### src/rtl/cache_line_fetcher_if.sv
// Bundle for the cache_line_fetcher: miss-request stream, line-response stream and AXI4 read channels.
// master is the fetcher's view; slave is the view of the way/fabric around it.
interface cache_line_fetcher_if #(
  parameter int TAGS_WIDTH = 48,
  parameter int CACHE_SIZE = 512,
  parameter int DATA_WIDTH = 64,
  parameter int ADDR_WIDTH = 64
);
  logic                  req_tvalid;
  logic                  req_tready;
  logic [TAGS_WIDTH-1:0] req_tdata;

  logic                  rsp_tvalid;
  logic                  rsp_tready;
  logic [CACHE_SIZE-1:0] rsp_tdata;
  logic                  rsp_err;

  logic [ADDR_WIDTH-1:0] m_axi_araddr;
  logic [7:0]            m_axi_arlen;
  logic [2:0]            m_axi_arsize;
  logic [1:0]            m_axi_arburst;
  logic                  m_axi_arvalid;
  logic                  m_axi_arready;

  logic [DATA_WIDTH-1:0] m_axi_rdata;
  logic [1:0]            m_axi_rresp;
  logic                  m_axi_rlast;
  logic                  m_axi_rvalid;
  logic                  m_axi_rready;

  modport master (
    input  req_tvalid, req_tdata, rsp_tready,
           m_axi_arready, m_axi_rdata, m_axi_rresp, m_axi_rlast, m_axi_rvalid,
    output req_tready, rsp_tvalid, rsp_tdata, rsp_err,
           m_axi_araddr, m_axi_arlen, m_axi_arsize, m_axi_arburst, m_axi_arvalid, m_axi_rready
  );

  modport slave (
    output req_tvalid, req_tdata, rsp_tready,
           m_axi_arready, m_axi_rdata, m_axi_rresp, m_axi_rlast, m_axi_rvalid,
    input  req_tready, rsp_tvalid, rsp_tdata, rsp_err,
           m_axi_araddr, m_axi_arlen, m_axi_arsize, m_axi_arburst, m_axi_arvalid, m_axi_rready
  );
endinterface

### src/rtl/cache_line_fetcher.sv
// Cache-line refill engine: one miss tag in, one AXI4 INCR read burst out, the assembled line back.
// A single fetch is outstanding at a time; beats are counted, rlast/rresp only feed the error flag.
module cache_line_fetcher #(
  parameter int                    TAGS_WIDTH = 48,
  parameter int                    CACHE_SIZE = 512,
  parameter int                    DATA_WIDTH = 64,
  parameter int                    ADDR_WIDTH = 64,
  parameter logic [ADDR_WIDTH-1:0] BASE_ADDR  = '0
) (
  input  logic                 clk,
  input  logic                 rst,
  cache_line_fetcher_if.master bus,
  output logic [31:0]          fetch_count
);
  localparam int         BEATS      = CACHE_SIZE / DATA_WIDTH;
  localparam int         LINE_BYTES = CACHE_SIZE / 8;
  localparam int         BEAT_W     = (BEATS > 1) ? $clog2(BEATS) : 1;
  localparam logic [7:0] ARLEN      = 8'(BEATS - 1);
  localparam logic [2:0] ARSIZE     = 3'($clog2(DATA_WIDTH / 8));

  if (BEATS > 256 || BEATS < 1 || (CACHE_SIZE % DATA_WIDTH) != 0) begin : g_bad_geometry
    $error("cache_line_fetcher: CACHE_SIZE must be a multiple of DATA_WIDTH giving 1..256 beats");
  end

  typedef enum logic [1:0] {IDLE, AR, R, RSP} state_t;

  state_t                state;
  logic                  idle_q;
  logic                  arvalid_q;
  logic                  rready_q;
  logic                  rsp_valid_q;
  logic                  err_q;
  logic [ADDR_WIDTH-1:0] araddr_q;
  logic [BEAT_W-1:0]     beat;
  logic [CACHE_SIZE-1:0] line;
  logic [31:0]           count_q;
  logic                  last_beat;

  assign last_beat = (beat == BEAT_W'(BEATS - 1));

  // NOTE: every register below is written with <= so all of them update from the same pre-edge values.
  always_ff @(posedge clk) begin
    if (rst) begin
      state       <= IDLE;
      idle_q      <= 1'b1;
      arvalid_q   <= 1'b0;
      rready_q    <= 1'b0;
      rsp_valid_q <= 1'b0;
      err_q       <= 1'b0;
      araddr_q    <= '0;
      beat        <= '0;
      // NOTE: the line buffer is reset because rsp_tdata must read zero out of reset, not for correctness of a fetch.
      line        <= '0;
      count_q     <= '0;
    end else begin
      unique case (state)
        IDLE: begin
          if (bus.req_tvalid) begin
            araddr_q  <= BASE_ADDR + ADDR_WIDTH'(bus.req_tdata) * ADDR_WIDTH'(LINE_BYTES);
            beat      <= '0;
            err_q     <= 1'b0;
            idle_q    <= 1'b0;
            arvalid_q <= 1'b1;
            state     <= AR;
          end
        end
        AR: begin
          if (bus.m_axi_arready) begin
            arvalid_q <= 1'b0;
            rready_q  <= 1'b1;
            state     <= R;
          end
        end
        R: begin
          if (bus.m_axi_rvalid) begin
            line[int'(beat)*DATA_WIDTH +: DATA_WIDTH] <= bus.m_axi_rdata;
            // A misplaced or missing rlast is flagged but never shortens or extends the burst.
            if (bus.m_axi_rresp != 2'b00 || bus.m_axi_rlast != last_beat) err_q <= 1'b1;
            if (last_beat) begin
              rready_q    <= 1'b0;
              rsp_valid_q <= 1'b1;
              state       <= RSP;
            end else begin
              beat <= beat + 1'b1;
            end
          end
        end
        RSP: begin
          if (bus.rsp_tready) begin
            rsp_valid_q <= 1'b0;
            idle_q      <= 1'b1;
            count_q     <= count_q + 32'd1;
            state       <= IDLE;
          end
        end
        default: state <= IDLE;
      endcase
    end
  end

  // Gated with rst so the request stream is refused while reset is held.
  assign bus.req_tready    = idle_q && !rst;
  assign bus.rsp_tvalid    = rsp_valid_q;
  assign bus.rsp_tdata     = line;
  assign bus.rsp_err       = err_q;
  assign bus.m_axi_araddr  = araddr_q;
  assign bus.m_axi_arlen   = ARLEN;
  assign bus.m_axi_arsize  = ARSIZE;
  assign bus.m_axi_arburst = 2'b01;
  assign bus.m_axi_arvalid = arvalid_q;
  assign bus.m_axi_rready  = rready_q;
  assign fetch_count       = count_q;
endmodule

### src/flat_wrapper.sv
// flat-port wrapper written by rule: the top's interface ports become plain ports
module cache_line_fetcher_flat 
#(
  parameter int                    TAGS_WIDTH = 48,
  parameter int                    CACHE_SIZE = 512,
  parameter int                    DATA_WIDTH = 64,
  parameter int                    ADDR_WIDTH = 64,
  parameter logic [ADDR_WIDTH-1:0] BASE_ADDR  = '0
)
  (clk, rst, fetch_count, bus_req_tvalid, bus_req_tdata, bus_rsp_tready, bus_m_axi_arready, bus_m_axi_rdata, bus_m_axi_rresp, bus_m_axi_rlast, bus_m_axi_rvalid, bus_req_tready, bus_rsp_tvalid, bus_rsp_tdata, bus_rsp_err, bus_m_axi_araddr, bus_m_axi_arlen, bus_m_axi_arsize, bus_m_axi_arburst, bus_m_axi_arvalid, bus_m_axi_rready);
  cache_line_fetcher_if #(.TAGS_WIDTH(TAGS_WIDTH), .CACHE_SIZE(CACHE_SIZE), .DATA_WIDTH(DATA_WIDTH), .ADDR_WIDTH(ADDR_WIDTH)) bus_i ();
  input  logic clk;
  input  logic rst;
  output logic [31:0] fetch_count;
  input wire logic [$bits(bus_i.req_tvalid)-1:0] bus_req_tvalid;
  input wire logic [$bits(bus_i.req_tdata)-1:0] bus_req_tdata;
  input wire logic [$bits(bus_i.rsp_tready)-1:0] bus_rsp_tready;
  input wire logic [$bits(bus_i.m_axi_arready)-1:0] bus_m_axi_arready;
  input wire logic [$bits(bus_i.m_axi_rdata)-1:0] bus_m_axi_rdata;
  input wire logic [$bits(bus_i.m_axi_rresp)-1:0] bus_m_axi_rresp;
  input wire logic [$bits(bus_i.m_axi_rlast)-1:0] bus_m_axi_rlast;
  input wire logic [$bits(bus_i.m_axi_rvalid)-1:0] bus_m_axi_rvalid;
  output wire logic [$bits(bus_i.req_tready)-1:0] bus_req_tready;
  output wire logic [$bits(bus_i.rsp_tvalid)-1:0] bus_rsp_tvalid;
  output wire logic [$bits(bus_i.rsp_tdata)-1:0] bus_rsp_tdata;
  output wire logic [$bits(bus_i.rsp_err)-1:0] bus_rsp_err;
  output wire logic [$bits(bus_i.m_axi_araddr)-1:0] bus_m_axi_araddr;
  output wire logic [$bits(bus_i.m_axi_arlen)-1:0] bus_m_axi_arlen;
  output wire logic [$bits(bus_i.m_axi_arsize)-1:0] bus_m_axi_arsize;
  output wire logic [$bits(bus_i.m_axi_arburst)-1:0] bus_m_axi_arburst;
  output wire logic [$bits(bus_i.m_axi_arvalid)-1:0] bus_m_axi_arvalid;
  output wire logic [$bits(bus_i.m_axi_rready)-1:0] bus_m_axi_rready;
  assign bus_i.req_tvalid = bus_req_tvalid;
  assign bus_i.req_tdata = bus_req_tdata;
  assign bus_i.rsp_tready = bus_rsp_tready;
  assign bus_i.m_axi_arready = bus_m_axi_arready;
  assign bus_i.m_axi_rdata = bus_m_axi_rdata;
  assign bus_i.m_axi_rresp = bus_m_axi_rresp;
  assign bus_i.m_axi_rlast = bus_m_axi_rlast;
  assign bus_i.m_axi_rvalid = bus_m_axi_rvalid;
  assign bus_req_tready = bus_i.req_tready;
  assign bus_rsp_tvalid = bus_i.rsp_tvalid;
  assign bus_rsp_tdata = bus_i.rsp_tdata;
  assign bus_rsp_err = bus_i.rsp_err;
  assign bus_m_axi_araddr = bus_i.m_axi_araddr;
  assign bus_m_axi_arlen = bus_i.m_axi_arlen;
  assign bus_m_axi_arsize = bus_i.m_axi_arsize;
  assign bus_m_axi_arburst = bus_i.m_axi_arburst;
  assign bus_m_axi_arvalid = bus_i.m_axi_arvalid;
  assign bus_m_axi_rready = bus_i.m_axi_rready;
  cache_line_fetcher #(.TAGS_WIDTH(TAGS_WIDTH), .CACHE_SIZE(CACHE_SIZE), .DATA_WIDTH(DATA_WIDTH), .ADDR_WIDTH(ADDR_WIDTH), .BASE_ADDR(BASE_ADDR)) u_core (.clk(clk), .rst(rst), .bus(bus_i), .fetch_count(fetch_count));
endmodule
### config.mk
export PLATFORM = sky130hd
export DESIGN_NAME = cache_line_fetcher_flat
export DESIGN_NICKNAME = d
export VERILOG_FILES = /design/src/rtl/cache_line_fetcher_if.sv /design/src/rtl/cache_line_fetcher.sv /design/src/flat_wrapper.sv
export SDC_FILE = /design/constraint.sdc
export NUM_CORES = 1
export LEC_CHECK = 0
export ABC_CLOCK_PERIOD_IN_PS = 2400
export CORE_AREA = 2 2 289 291
export CTS_CLUSTER_SIZE = 16
export DETAILED_ROUTE_END_ITERATION = 10
export DIE_AREA = 0 0 291 293
export GPL_TIMING_DRIVEN = 0
export RECOVER_POWER = 25
export SLEW_MARGIN = 20
export SYNTH_ARGS = -nofsm -noshare
export SYNTH_HDL_FRONTEND = slang
export SYNTH_SLANG_ARGS = --single-unit
export TNS_END_PERCENT = 1
### constraint.sdc
create_clock -name clk -period 2.4 [get_ports clk]
set_clock_uncertainty 0.05 [all_clocks]
set_input_delay 0.36 -clock clk [delete_from_list [all_inputs] [get_ports clk]]
set_output_delay 0.36 -clock clk [all_outputs]
set_load 0.1 [all_outputs]
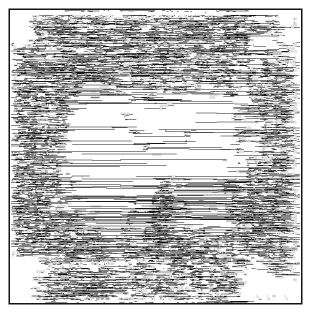
**Above:** run 1 (met1 routing).
Scale: 1 px per um. Cells faint in the background.
The layer carries 48.0 mm of wire. The layer holds 41% of the routed length.

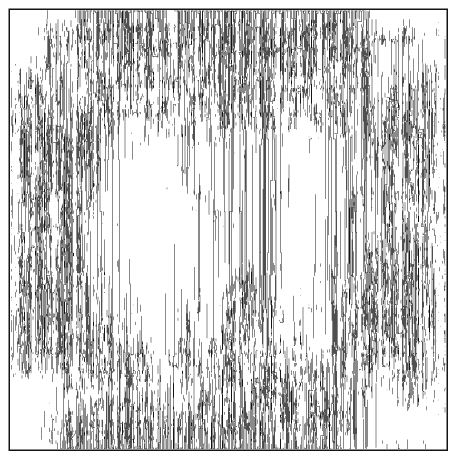
**Above:** run 1 (met2 routing).
Scale: 1.5 px per um.
The longest straight run is 157 um. The layer carries 54.6 mm of wire. The wires run mostly vertical.

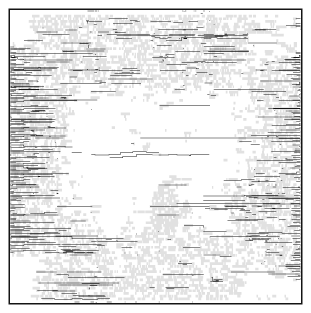
**Above:** run 1 (M3 wires).
Scale: 1 px per um. Cells faint in the background.
The longest straight run is 160 um. The layer carries 9300 um of wire. 548 nets have wire on it.

==> results.txt, run 1 <==
The run has ended; figures from its reports follow.

The run finished, with violations left. The checks that failed: setup timing. The net total in the final layout came out at 3767.

The antenna diode count came out at 2. Yosys printed 0 warnings. The launch point of the worst hold path is bus_m_axi_rdata[11]. The share of Yosys cell area claimed by the top area cell type came out at 53.4%. The initial antenna violation count came out at 5. The final-report setup violation count is 114. The core occupancy in the finished layout came out at 40.7%. The final critical delay including setup and external delays came out at 2.47 ns. The number of fill cells came out at 8552.

For reference, the critical path is captured by u_core.bus.rsp_tdata[62]. According to the floorplan report, the die width is 291 um. Among cell families on the critical path, the largest total delay comes from buffers and inverters. The number of clock sinks is 602. The length in cells of the worst reg-to-reg path is 12. The number of enable-type register cells in the synthesized netlist came out at 0. Total global-route track usage over all layers is 25.9%. The final sequential cell count is 602. The final global-route overflow total is 0. The setup slack after placement came out at -1.64 ns. The sequential cells in the finished layout cover a total of 12100 sq um. The starting density of the core is 27.6%. In this run the number of cells on the critical path is 12.

According to the timing report, the critical path is launched from u_core.beat[0]. The I/O pin count came out at 747. The switching power is 9.07 mW. The setup TNS is -2.42 ns. Counting the inverters off the clock network in the layout gives 9. The detailed router finished its first iteration with 1543 violations. The cell sequence reported for the critical path is buf_8 -> inv_1 -> ha_2 -> ha_4 -> clkbuf_8 -> nor4b_4 -> nor2b_4 -> buf_8 -> buf_12 -> buf_6 -> nand2_1 -> a21oi_1. TritonCTS built the clock tree. The area of the multi-input gates is 9390 sq um.

Counting instances, the worst hold path has a depth of 3. The final setup slack of the worst path came out at -0.0719 ns. The tally of buffers added on design ports is 653. The ratio of cells with drive above 1 in the final layout is 10.5%.

The internal power contribution came out at 17.7 mW. The post-CTS clock slew at the launch and capture registers of the worst setup and hold paths came out at 0.06 ns. For this run, the slowest stage of the critical path takes 0.34 ns.

The later-pin clock latency in the skew report came out at 0.61 ns. The xor/xnor cell area share of the yosys netlist came out at 0.505%. Per the synthesis report, the AND-OR/OR-AND share of the synthesized area is 13.7%. Entering global routing, the biggest net connects 15 pins. The wire length of the first global-routing pass is 162 mm.

The number of logic gates came out at 1936. The worst-case reg-to-reg setup slack stands at -0.07 ns. The count of warning messages emitted by the tools is 37. The share of synthesized registers carrying an async set or reset came out at 0%. The worst hold-check slack came out at 0.174 ns. Of the total power, the share spent switching nets is 33.9%. The cell that appears most often on the critical path is sky130_fd_sc_hd__buf_8. The tally of max-capacitance violations came out at 0. The number of standard cells in the final layout excluding fillers is 4758. The OpenROAD report gives the critical path a required time of 2.86 ns.

The total combinational power came out at 5.39 mW. The cell area after synthesis is 22600 sq um. The chip area from the yosys synthesis statistics came out at 22600 sq um. The via count of the first global-routing pass came out at 22200. The startpoint identified for the worst register-to-register timing path is u_core.beat[0].

The category of the worst setup path capture point is a register. The flip-flop and latch power is 10.5 mW. The total iterations of the first detailed-routing run is 5. Of the combinational cells, the family taking the most area is simple AND/OR/NAND/NOR gates. Looking at the cell usage after synthesis, the top flip-flop cell is sky130_fd_sc_hd__dfxtp_1. Per the CTS log, the root buffer master is sky130_fd_sc_hd__clkbuf_16. The mean instance size in the synthesized netlist is 7.92 sq um.

The critical path's slowest stage uses the library cell sky130_fd_sc_hd__dfxtp_2. The non-clock buffering overhead in the final layout came out at 24.6%. By area, the class that comes first in the final layout consists of registers. The depth of the CTS H-tree is 3. After synthesis the netlist holds a flip-flop and latch count of 602. Per the synthesis report, the dominant area consumer among library cells is sky130_fd_sc_hd__dfxtp_1. The growth of design area from synthesis to finish is 47.7%. IR analysis of the VDD net gives a maximum drop of 0.000461 V. Once detail routing completed, the nets flagged for antenna violations numbered 0. The area share of fa/ha/maj cells after synthesis is 0.721%.
[run 1: per-layer routing]
layer | vias up | GRT usage [%] | share of wire (%)
met5 | - | 0 | 0
met4 | 0 | 9.21 | 3.5
met3 | 193 | 6.26 | 8.0
met2 | 978 | 43.7 | 47
met1 | 11500 | 32.3 | 41
li1 | 11100 | - | -
[run 1: state kept, by name, indices dropped and copies added, names as in the netlist, 2 cells and up]
| register | cells |
|---|---|
| u_core.beat | 3 |
| u_core.state | 2 |
| u_core.bus.rsp_tdata | 512 |
| u_core.fetch_count | 32 |
| u_core.bus.m_axi_araddr | 48 |
==> inputs of run 2 (changes only) <==
--- a/config.mk
+++ b/config.mk
@@ -11,7 +11,9 @@
 export DETAILED_ROUTE_END_ITERATION = 10
 export DIE_AREA = 0 0 291 293
 export GPL_TIMING_DRIVEN = 0
+export PLACE_DENSITY = 0.64
 export RECOVER_POWER = 25
+export SETUP_SLACK_MARGIN = 0.1
 export SLEW_MARGIN = 20
 export SYNTH_ARGS = -nofsm -noshare
 export SYNTH_HDL_FRONTEND = slang
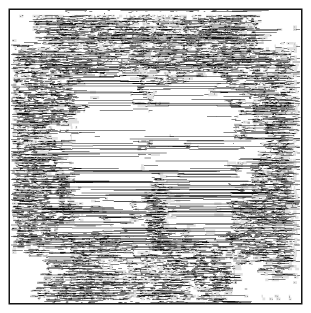
**Above:** run 2 (met1 routing).
Scale: 1 px per um. Cells faint in the background.
The wires run mostly horizontal. 3488 nets have wire on it. The layer carries 48.1 mm of wire. The longest straight run is 143 um.

==> results.txt, run 2 <==
The run has ended; figures from its reports follow.

The source of the critical timing path is u_core.state[0]. Looking at hold timing, the worst path starts from bus_m_axi_rdata[7]. The worst setup path is captured at a register. The number of clock sinks is 602. Global routing used 5.98% of the available met3 tracks. The global placement routability congestion is 0.887. Summing every instance area after synthesis gives 22600 sq um. The length in cells of the worst reg-to-reg path came out at 7.

The via count of the first global-routing pass is 22300. The core occupancy in the finished layout came out at 40.8%. The required time at the endpoint of the critical path came out at 2.84 ns. For this design, the slowest cell found on the critical path is sky130_fd_sc_hd__dfxtp_1. The flip-flop and latch count after synthesis is 602. The highest routing layer actually used is met5. The internal power contribution came out at 17.8 mW. In the CTS report, the clock slew at the register clock pins of the worst setup and hold paths is listed as 0.06 ns.

The ratio of cells with drive above 1 in the final layout came out at 13.2%. The routing usage on met2 came out at 42.8%. The root buffer cell chosen for the clock tree is sky130_fd_sc_hd__clkbuf_16. The initial detailed-routing violation count is 1784. The flip-flop count of the largest register after layout is 512. The number of routed nets with antenna violations is 0. The share of Yosys cell area claimed by the top area cell type came out at 53.4%. The flip-flop and latch power is 10.5 mW. The area of placed instances is 30800 sq um. The flow ran to the end, and the final reports show no timing, DRC or antenna violations.

In this run the VDD rail shows a maximum IR drop of 0.000534 V. The predominant post-synthesis flop cell is sky130_fd_sc_hd__dfxtp_1. After detailed routing, the met2 layer carries 53.8 mm of wire.

The number of hold-repair buffers added at the cts stage came out at 0. The worst path meets setup with 0.0416 ns of slack. Per the timing report, the most critical flop-to-flop path originates at u_core.state[0]. The total power per unit cell area is 802 nW/um^2. The total global routing track utilization is 25.9%. The count of cell instances traversed by the critical path came out at 7. The share of synthesized registers carrying an async set or reset is 0%. The critical path is of the register to register type. The tally of max-capacitance violations came out at 0. The chip area from the yosys synthesis statistics is 22600 sq um. The hold-critical path depth is 3.

In the final routing, the length of wire on met1 measures 48.1 mm. The I/O pin count came out at 747. The depth of the CTS H-tree came out at 3. After global routing, the most crowded layer is met2. The setup TNS is 0 ns. The final-report setup violation count is 0.

The number of standard cells in the final layout excluding fillers came out at 4754. The placed wire-length estimate is 84.5 mm. The tally of buffers added on design ports is 653. The number of enable-type register cells in the synthesized netlist is 0. The final critical delay including setup and external delays came out at 2.36 ns. Listed in order, past its start point the critical path passes ha_2 -> and4_1 -> clkbuf_2 -> nand3_1 -> buf_2 -> nor4_1 -> mux2_1.

The CTS tree is done. The switching share of total power came out at 33.6%. STA on the placed design reports a worst setup slack of -1.52 ns. The timing report gives the biggest stage delay along the critical path as 0.39 ns. For the combinational group, total power comes out at 5.44 mW. The dominant delay contributor by cell family on the critical path is simple AND/OR/NAND/NOR gates. The maximum number of pins on one net before global-route repair came out at 14. Global routing consumed, on the met1 layer, 33.0% of the routing resources. In the floorplan report the effective utilization is 27.6%. In this run the worst setup path terminates at u_core.fetch_count[27]. The switching power came out at 8.98 mW. The total iterations of the first detailed-routing run came out at 6. The top cell type by total area after synthesis is sky130_fd_sc_hd__dfxtp_1. The net total in the final layout came out at 3768. The wire length of the first global-routing pass came out at 162 mm. The Yosys warning count came out at 0. By count the netlist is led by sky130_fd_sc_hd__nand2_1, sky130_fd_sc_hd__dfxtp_1, sky130_fd_sc_hd__a21oi_1, sky130_fd_sc_hd__nand3_1, sky130_fd_sc_hd__clkbuf_1. A synthesized cell averages 7.92 sq um.

The initial antenna violation count came out at 4. STA reports a reg2reg setup slack of 0.04 ns. The detailed router reports a met3 wire length of 9.10 mm. For this run the aggregate overflow at the end of global routing stands at 0. The worst hold-check slack is 0.183 ns. Summing over the stages, the warning tally comes to 37.

The later-pin clock latency in the skew report came out at 0.60 ns.
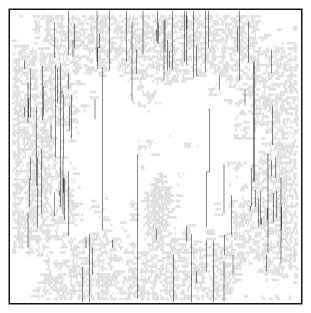
**Above:** run 2 (metal 4).
Scale: 1 px per um. Cells faint in the background.
The longest straight run is 163 um. The layer holds 3.6% of the routed length.

-- run 2: cell counts after synthesis --
Identical to the previous run, type by type.
-- run 2: kinds of logic after synthesis --
logic type | after synthesis | synth area share [%]
AND-OR/OR-AND | 605 | 13.7
XOR/XNOR | 13 | 0.505
adder cells (fa/ha/maj) | 13 | 0.721
buffers and inverters | 339 | 6.26
flip-flops | 602 | 53.4
multiplexers | 10 | 0.482
other | 2 | 0.0333
AND/OR/NAND/NOR | 1266 | 24.9
-- run 2: cell type report --
class | count | area, sq um
well taps | 1070 | 1340
multi-input cells | 1936 | 9430
repair buffers | 685 | 6170
fillers | 8536 | 48500
inverters | 9 | 36.3
clock buffers | 102 | 2050
plain buffers | 329 | 2000
clock inverters | 19 | 249
diodes | 2 | 5.00
flip-flops and latches | 602 | 12100
Power is estimated from default activity; no workload was simulated.
